==> images/power_grid.png <==
The bar under the picture is 10 microns long. Pins as bars on the die edge. Tap cells in grey.
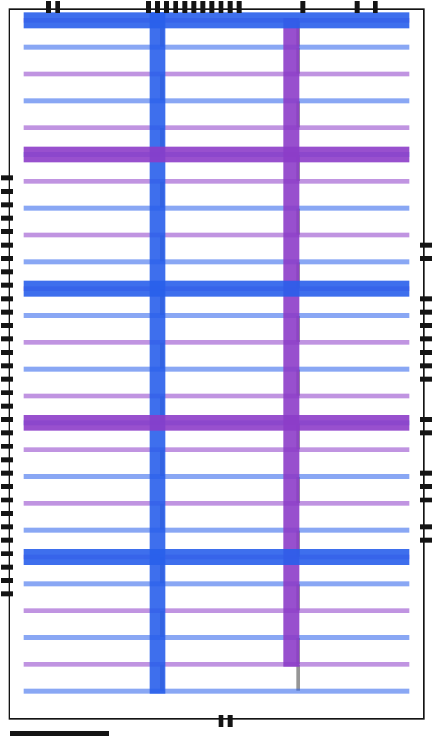
==> images/placement_by_type.png <==
The bar under the picture is 10 microns long.
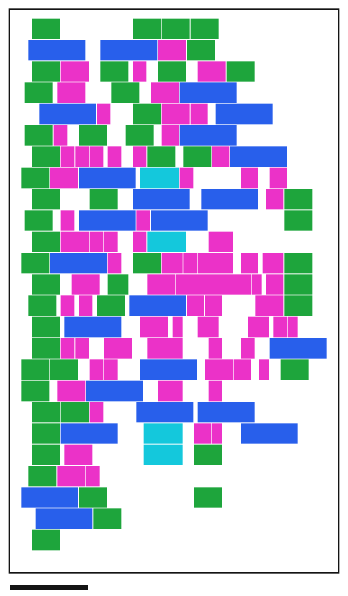
==> images/clk_routes.png <==
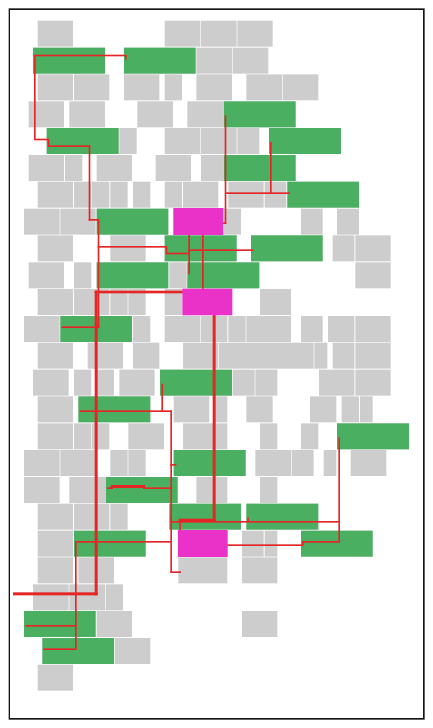
--- src/rtl/dpr_arb_pkg.sv ---
// Shared types and constants for the dpr port arbiter: ownership states,
// response ids, and the read-return latency.
package dpr_arb_pkg;

  typedef enum logic [1:0] {
    IDLE = 2'd0,
    OWN0 = 2'd1,
    OWN1 = 2'd2
  } own_state_t;

  localparam logic ID0    = 1'b0;
  localparam logic ID1    = 1'b1;
  localparam int   RD_LAT = 2;

endpackage

--- src/rtl/dpr_arb_resp_pipe.sv ---
// Read-response tracker: DEPTH-stage {valid,id} shift register, latency DEPTH,
// no backpressure (one entry per cycle in, one out); sync active-low reset.
module dpr_arb_resp_pipe
  import dpr_arb_pkg::*;
#(
  parameter int DEPTH = RD_LAT
) (
  input  logic clk,
  input  logic rst_n,
  input  logic in_vld,
  input  logic in_id,
  output logic out_vld,
  output logic out_id
);

  logic [DEPTH-1:0] vld_q;
  logic [DEPTH-1:0] id_q;

  always_ff @(posedge clk) begin
    if (!rst_n) begin
      vld_q <= '0;
      id_q  <= '0;
    end else begin
      vld_q[0] <= in_vld;
      id_q[0]  <= in_id;
      for (int i = 1; i < DEPTH; i++) begin
        vld_q[i] <= vld_q[i-1];
        id_q[i]  <= id_q[i-1];
      end
    end
  end

  assign out_vld = vld_q[DEPTH-1];
  assign out_id  = id_q[DEPTH-1];

endmodule

--- src/rtl/dpr_port_arbiter.sv ---
// Round-robin/lockable share of one dpr port; gnt same-cycle, rvalid RD_LAT cycles after gnt,
// requesters hold until gnt. Define ARB_STATS_EN to add saturating grant counters.
module dpr_port_arbiter
  import dpr_arb_pkg::*;
#(
  parameter int A_WIDTH  = 4,
  parameter int D_WIDTH  = 8,
  parameter int LOCK_MAX = 4
) (
  input  logic               clk,
  input  logic               rst_n,
  input  logic               req0,
  input  logic               wen0,
  input  logic [A_WIDTH-1:0] addr0,
  input  logic [D_WIDTH-1:0] wdata0,
  input  logic               lock0,
  input  logic               req1,
  input  logic               wen1,
  input  logic [A_WIDTH-1:0] addr1,
  input  logic [D_WIDTH-1:0] wdata1,
  input  logic               lock1,
  output logic               gnt0,
  output logic               gnt1,
  output logic               rvalid0,
  output logic               rvalid1,
  output logic [D_WIDTH-1:0] rdata,
  output logic               mem_en,
  output logic               mem_wen,
  output logic [A_WIDTH-1:0] mem_a,
  output logic [D_WIDTH-1:0] mem_d,
  input  logic [D_WIDTH-1:0] mem_q
`ifdef ARB_STATS_EN
  ,
  output logic [15:0]        gnt_cnt0,
  output logic [15:0]        gnt_cnt1
`endif
);

  localparam int CW = (LOCK_MAX < 1) ? 1 : $clog2(LOCK_MAX + 1);
  localparam logic [CW-1:0] LOCK_LIM = CW'(LOCK_MAX);

  own_state_t   state;
  logic         last;
  logic [CW-1:0] lock_cnt;

  logic own0_hold, own1_hold, any_gnt, win_lock, win_wen;
  logic [A_WIDTH-1:0] win_addr;
  logic [D_WIDTH-1:0] win_wdata;
  logic pipe_vld, pipe_id;

  // An owner that drops its request loses ownership this cycle, so the
  // fallthrough below is plain round-robin between whoever is requesting.
  always_comb begin
    own0_hold = (state == OWN0) && req0;
    own1_hold = (state == OWN1) && req1;
    gnt0 = 1'b0;
    gnt1 = 1'b0;
    if (rst_n) begin
      if (own0_hold)           gnt0 = 1'b1;
      else if (own1_hold)      gnt1 = 1'b1;
      else if (req0 && req1) begin
        if (last == ID1)       gnt0 = 1'b1;
        else                   gnt1 = 1'b1;
      end
      else if (req0)           gnt0 = 1'b1;
      else if (req1)           gnt1 = 1'b1;
    end
  end

  always_comb begin
    any_gnt   = gnt0 | gnt1;
    win_lock  = gnt1 ? lock1  : lock0;
    win_wen   = gnt1 ? wen1   : wen0;
    win_addr  = gnt1 ? addr1  : addr0;
    win_wdata = gnt1 ? wdata1 : wdata0;
  end

  always_ff @(posedge clk) begin
    if (!rst_n) begin
      state    <= IDLE;
      last     <= ID1;
      lock_cnt <= '0;
    end else if (any_gnt) begin
      last <= gnt1 ? ID1 : ID0;
      if (own0_hold || own1_hold) begin
        if (win_lock && (lock_cnt < LOCK_LIM)) begin
          lock_cnt <= lock_cnt + CW'(1);
        end else begin
          state    <= IDLE;
          lock_cnt <= '0;
        end
      end else if (win_lock) begin
        state    <= gnt1 ? OWN1 : OWN0;
        lock_cnt <= CW'(1);
      end else begin
        state    <= IDLE;
        lock_cnt <= '0;
      end
    end else if (state != IDLE) begin
      state    <= IDLE;
      lock_cnt <= '0;
    end
  end

  always_ff @(posedge clk) begin
    if (!rst_n) begin
      mem_en  <= 1'b0;
      mem_wen <= 1'b0;
      mem_a   <= '0;
      mem_d   <= '0;
    end else if (any_gnt) begin
      mem_en  <= 1'b1;
      mem_wen <= win_wen;
      mem_a   <= win_addr;
      mem_d   <= win_wdata;
    end else begin
      mem_en  <= 1'b0;
      mem_wen <= 1'b0;
    end
  end

  dpr_arb_resp_pipe #(
    .DEPTH (RD_LAT)
  ) u_resp_pipe (
    .clk     (clk),
    .rst_n   (rst_n),
    .in_vld  (any_gnt && !win_wen),
    .in_id   (gnt1),
    .out_vld (pipe_vld),
    .out_id  (pipe_id)
  );

  assign rvalid0 = pipe_vld && (pipe_id == ID0);
  assign rvalid1 = pipe_vld && (pipe_id == ID1);
  assign rdata   = mem_q;

`ifdef ARB_STATS_EN
  always_ff @(posedge clk) begin
    if (!rst_n) begin
      gnt_cnt0 <= '0;
      gnt_cnt1 <= '0;
    end else begin
      if (gnt0 && (gnt_cnt0 != 16'hFFFF)) gnt_cnt0 <= gnt_cnt0 + 16'd1;
      if (gnt1 && (gnt_cnt1 != 16'hFFFF)) gnt_cnt1 <= gnt_cnt1 + 16'd1;
    end
  end
`endif

endmodule

--- config.mk ---
export PLATFORM = sky130hd
export DESIGN_NAME = dpr_port_arbiter
export DESIGN_NICKNAME = d
export VERILOG_FILES = /design/src/rtl/dpr_arb_pkg.sv /design/src/rtl/dpr_arb_resp_pipe.sv /design/src/rtl/dpr_port_arbiter.sv
export SDC_FILE = /design/constraint.sdc
export NUM_CORES = 1
export LEC_CHECK = 0
export CORE_ASPECT_RATIO = 1.75
export CORE_UTILIZATION = 39
export DETAILED_ROUTE_END_ITERATION = 8
export HOLD_SLACK_MARGIN = 0.08
export PLACE_DENSITY = 0.92
export SLEW_MARGIN = 0
export SYNTH_ARGS = -nofsm -noshare
export SYNTH_HDL_FRONTEND = slang
export SYNTH_SLANG_ARGS = --single-unit
--- constraint.sdc ---
create_clock -name clk -period 4.9 [get_ports clk]
set_input_delay 0.98 -clock clk [delete_from_list [all_inputs] [get_ports clk]]
set_output_delay 0.98 -clock clk [all_outputs]
set_load 0.01 [all_outputs]
==> flow_summary.ini <==
; physical design summary
[outcome]
status = complete, no violations

[clock_tree]
cts_post_setup_buffers_inserted = 0
cts.htree.levels = 1
cts_buffers = 3
cts_root_buf = clkbuf_8
clk_path_buf_depth = 2
cts_resized = 0
clk_pin_slew_worst_paths_ps = 80
cts_tree = built

[sta]
maxSlewViolCount = 0
fin_crit_sh = 0.788
worst_pin_slew_ps = 740
max_slew_margin = 0.507
hold_viol = 0
rsz0062_at_grt = false
fmax_mhz = 259
tns_ps = 0

[finish]
nNetsFinal = 191
lay_top_cells = clkdlybuf4s50_1, dfxtp_1, a21oi_1
drive_gt1_frac = 0.0470
final-comb-area_sq_um = 499
fillers = 234
lay_top_count = clkdlybuf4s50_1
diodes = 0
seq_area_sq_um = 480

[setup_path]
criticalPathCategory = in2out
max_stage_delay_ps = 840
crit_path_start_kind = primary input
crit_path_frequent_cell = clkdlybuf4s50_1
path_buffers = 2
crit_chain = clkdlybuf4s50_1 -> nand2_1 -> a311oi_4 -> clkdlybuf4s50_1
cp_data_required_time_ps = 3920
crit_family = buffers and inverters
cp.arrival_ps = 2880
path_max_fanout = 21

[synth]
ys_seq_elements = 24
synth_stat.cells = 109
synth_area_per_cell_sq_um = 9.95
fp_nets = 150
postSynthSeqShare = 0.443
ys_chip_area_sq_um = 1080
yosysWarnings = 0
netlist_instances = 109
syn_area_sq_um = 1080

[global_route]
grt_pass1_vias = 1014
antenna_found_initial = 0
track_usage = 0.183
grt_max_degree = 28
grt_pass1_wl_microns = 4190
gr-total-overflow = 0

[power]
p_per_area_nw_per_um2 = 278
p_leak_nw = 0.590

[floorplan]
initial_core_util = 0.408
die-area_sq_um = 3000
io_pins = 66

[run]
warning_count = 26

[detailed_routing]
drt_iter0_drc = 8
wl_per_cell_microns = 14.2
wl_microns = 2500
vias = 964
first_pass_iters = 4
routed_via_density = 5.48
route.detailed.drc = 0

[placed_design]
gp_congestion = 0.780
portBuffers = 49

[min_path]
hold_path_class = reg2reg
Notes on power_grid.png above:
VDD -> purple
VSS -> blue
rows = 25
met1 rails = 26
met4 straps = 2
signal pins = 66
tap cells = 27
core area: 2660 sq um
VDD IR max: 0.225 mV
Die Wd: 41.9 microns

Notes on placement_by_type.png above:
combinational and other logic -> magenta  # cells 71, share of their area 33%
flops -> blue  # cells 24, share of their area 31%
other buffers and delay cells -> green  # cells 50, share of their area 32%
clock drivers and dummy loads -> cyan  # cells 4, share of their area 3.6%
Final Util: 0.591
Std-Cell Rows: 25

Notes on clk_routes.png above:
clock wires -> red  # length 292 microns
flip-flops -> green  # count 24
clock drivers -> magenta  # count 3
routed clock nets = 4
clk_lat worst skew: 270 ps
clock skew: 1.93 ps
clock share of power: 0.306
Clk power: 134 uW

## through the flow
step / util / cell area [sq um] / power [mW] / setup slack [ps] / instances
2_1_floorplan: - / 1080 / 0.263 / 1950 / 109
3_3_place_gp: 0.570 / 1520 / 0.304 / 1100 / 172
3_5_place_dp: 0.570 / 1520 / 0.307 / 1050 / 172
4_1_cts: 0.591 / 1570 / 0.439 / 1030 / 176
5_1_grt: 0.591 / 1570 / 0.454 / 911 / 176
6_report: 0.591 / 1570 / 0.436 / 1040 / 176
## cell usage after synthesis (all sizes together)
cell	count	area (sq um)
a31oi	1	6.26
mux2i	13	130
and2	6	37.5
o21ai	13	65.1
nand2b	1	6.26
clkbuf	4	15.0
a22o	1	8.76
and3b	1	12.5
dfxtp	24	480
and2b	1	7.51
a21oi	14	70.1
nand2	2	7.51
buf	10	86.3
o21bai	1	7.51
nor2	2	7.51
nor4	1	6.26
inv	1	3.75
o311a	1	10.0
a32o	3	30.0
nand3b	1	7.51
o21a	1	7.51
nand3	1	5.00
nor2b	3	18.8
a311oi	2	35.0
ha	1	12.5
## report_power, final
part / switching [mW] / internal [mW] / leakage, nW / total (mW)
clock: 0.0619 / 0.0718 / 0.0288 / 0.134
sequential: 0.00736 / 0.208 / 0.198 / 0.215
combinational: 0.0341 / 0.0535 / 0.363 / 0.0876
total: 0.103 / 0.333 / 0.590 / 0.436
## routing by layer
layer / vias up / track usage / share of wire
met5: - / 0 / 0
met4: 0 / 0.129 / 0.025
met2: 42 / 0.330 / 0.52
met1: 450 / 0.176 / 0.38
li1: 466 / - / -
met3: 6 / 0.0453 / 0.073
## cell type report
type	instances	area share
Inverter	1	0.00239
Sequential cell	24	0.306
Multi-Input combinational cell	70	0.318
Clock buffer	4	0.0351
Timing Repair Buffer	50	0.317
Tap cell	27	0.0215
## path summary, 6_finish.rpt
kind	from	depth (start not counted)	slack, ps	end
min reg2reg	u_resp_pipe.id_q[0]	1	440	u_resp_pipe.id_q[1]
max	rst_n	4	1040	gnt1
min	u_resp_pipe.id_q[0]	1	440	u_resp_pipe.id_q[1]
max reg2reg	state[1]	5	3130	mem_d[1]
## state kept, by name (all words and copies together) (netlist names)
register and count:
lock_cnt 3, u_resp_pipe.vld_q 2, state 2, u_resp_pipe.id_q 2
mem_d 8, mem_a 4, last 1, mem_wen 1
mem_en 1
## worst register-to-register path: stages (launching register included)
cell and delay (ps):
dfxtp_1 420, and3b_4 250, a311oi_4 290, buf_4 310, mux2i_1 260, a21oi_1 90
## cells by family after synthesis
family,synth area share
AND-OR/OR-AND,0.221
adder cells (fa/ha/maj),0.0115
buffers and inverters,0.0969
flip-flops,0.443
multiplexers,0.120
AND/OR/NAND/NOR,0.107
Power and IR drop assume default switching activity.
